==> images/m3.png <==
The bar under the picture is 50 µm long.
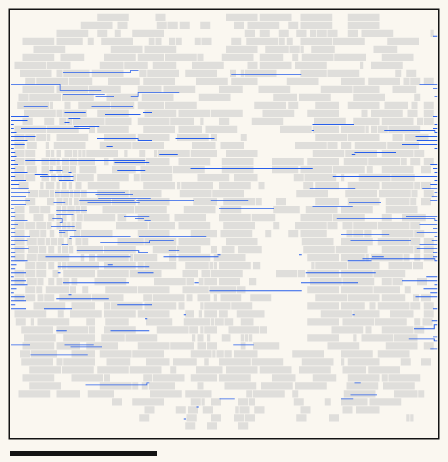
==> images/gates.png <==
The bar under the picture is 50 µm long.
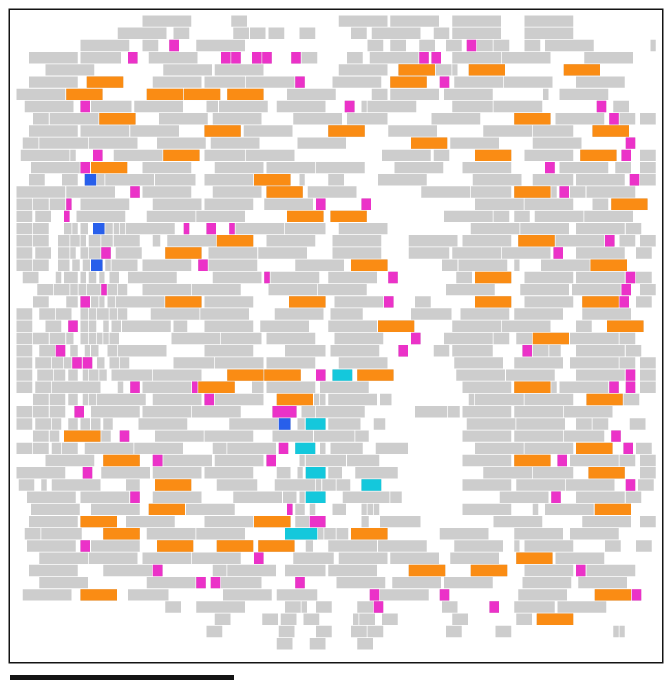
==> config.mk <==
export PLATFORM = sky130hd
export DESIGN_NAME = store_align_buffer
export DESIGN_NICKNAME = d
export VERILOG_FILES = /design/src/rtl/lsu_defs_pkg.sv /design/src/rtl/sb_fifo.sv /design/src/rtl/store_align_buffer.sv
export SDC_FILE = /design/constraint.sdc
export NUM_CORES = 1
export LEC_CHECK = 0
export ABC_AREA = 0
export CAP_MARGIN = 20
export CORE_MARGIN = 1
export CORE_UTILIZATION = 54
export DETAILED_ROUTE_END_ITERATION = 10
export MAX_ROUTING_LAYER = met4
export PLACE_DENSITY = 0.8
export SYNTH_ARGS = -nofsm -noshare
export SYNTH_HDL_FRONTEND = slang
export SYNTH_HIERARCHICAL = 1
export SYNTH_SLANG_ARGS = --single-unit
==> constraint.sdc <==
create_clock -name clk -period 4 [get_ports clk]
set_input_delay 0.6 -clock clk [delete_from_list [all_inputs] [get_ports clk]]
set_output_delay 0.6 -clock clk [all_outputs]
set_load 0.02 [all_outputs]
==> results_slide.txt <==
Physical Implementation Snapshot

Clock tree
  • Post-CTS sizing: 0
  • Cts-stage hold buffer count: 0
  • Reg clk slew, reported paths: 0.06 ns
  • TritonCTS Buffers: 27
  • Clock sinks: 272

Setup path
  • Worst-path cell chain: buf_4, mux4_2, nor2b_1, clkdlybuf4s50_1
  • R2R depth: 5
  • Crit path buffers/inverters: 2
  • Worst reg-to-reg setup slack: 1.41 ns
  • CP required: 3.40 ns
  • CP peak stage delay: 0.59 ns

Placed design
  • Pre-CTS WS: 0.504 ns
  • GP Congestion: 0.998
  • Placed standard-cell area: 12800 µm²

Yosys
  • Post-Syn Instances: 572
  • Synth Cell Area: 11100 µm²
  • Synthesized area per cell: 19.4 µm²

STA
  • Fin Setup TNS: 0 ns
  • Tmin final: 3.37 ns
  • Final setup fails: 0
  • Period utilization: 84.2%

Run
  • OpenROAD warning count: 66

Cells and area
  • Final design area excluding fillers: 13700 µm²
  • Final nets: 837
  • Antenna Cells: 0
  • Clock network share of area: 6.33%
  • Area-dominant class: registers
  • Signal inverters: 15
  • Area growth syn-to-layout: 23.3%
  • Layout cells sized above 1: 17.7%
  • Comb area: 2680 µm²
  • Final Util: 67.8%
  • Max reg flops: 264
  • Registers: 272

Power and ir drop
  • Pwr Density: 681 nW/µm²
  • Internal Power: 6.52 mW
  • Share of power burned in registers: 36.9%
  • Max VDD drop: 0.000470 V

Min path
  • HP Class: input pin to async pin

Global route
  • GRT Total Usage: 21.0%
  • Vias in the first global route: 6031

Floorplanning
  • FP Util: 55.0%
  • Die ar.: 21100 µm²

Route
  • Final wirelength: 21100 µm
  • WL/cell: 20.8 µm

Outcome
  • Status: finished, final reports clean
## Picture notes: m3.png
- main direction: horizontal
- longest straight run: 41.2 µm
- wire length on this layer: 1520 µm
- nets with wire on the layer: 151
- share of all routed wire: 7.2%
via count: 5747
met3 Usage GRT: 3.11%

## Picture notes: gates.png
- blue: non-inverting ao/oa cells (cells 4; most used a21o_1)
- cyan: fa/ha/maj cells (cells 7; most used ha_1)
- magenta: nor cells (cells 84; most used nor2b_1; where widely spread)
- orange: mux cells (cells 66; most used mux4_2; where widely spread)
Comb/total area: 19.6%
non-filler instance count after layout: 1014
most frequent logic cell in the layout: edfxtp_1

==> metrics by stage <==
stage               hold WS [ns]  power (mW)
finish                     0.368        9.31
CTS                        0.356        9.41
global route               0.359        9.71
floorplan                  0.304        5.64
detailed placement         0.503        6.98
global placement           0.491        6.94
==> power by group through the flow <==
stage	sequential, mW	clock (mW)	combinational (mW)
3_5_place_dp	3.49	0	3.49
2_1_floorplan	3.43	0	2.21
6_report	3.43	2.43	3.45
3_3_place_gp	3.48	0	3.46
5_1_grt	3.45	2.59	3.67
4_1_cts	3.44	2.47	3.50
==> layer usage <==
metal / track usage (%) / vias up / part of all wire [%]
met1: 28.3 / 2898 / 40
li1: - / 2542 / -
met3: 3.11 / 30 / 7.2
met5: - / - / 0
met2: 34.0 / 277 / 50
met4: 5.63 / 0 / 1.9
Power is estimated from default activity; no workload was simulated.
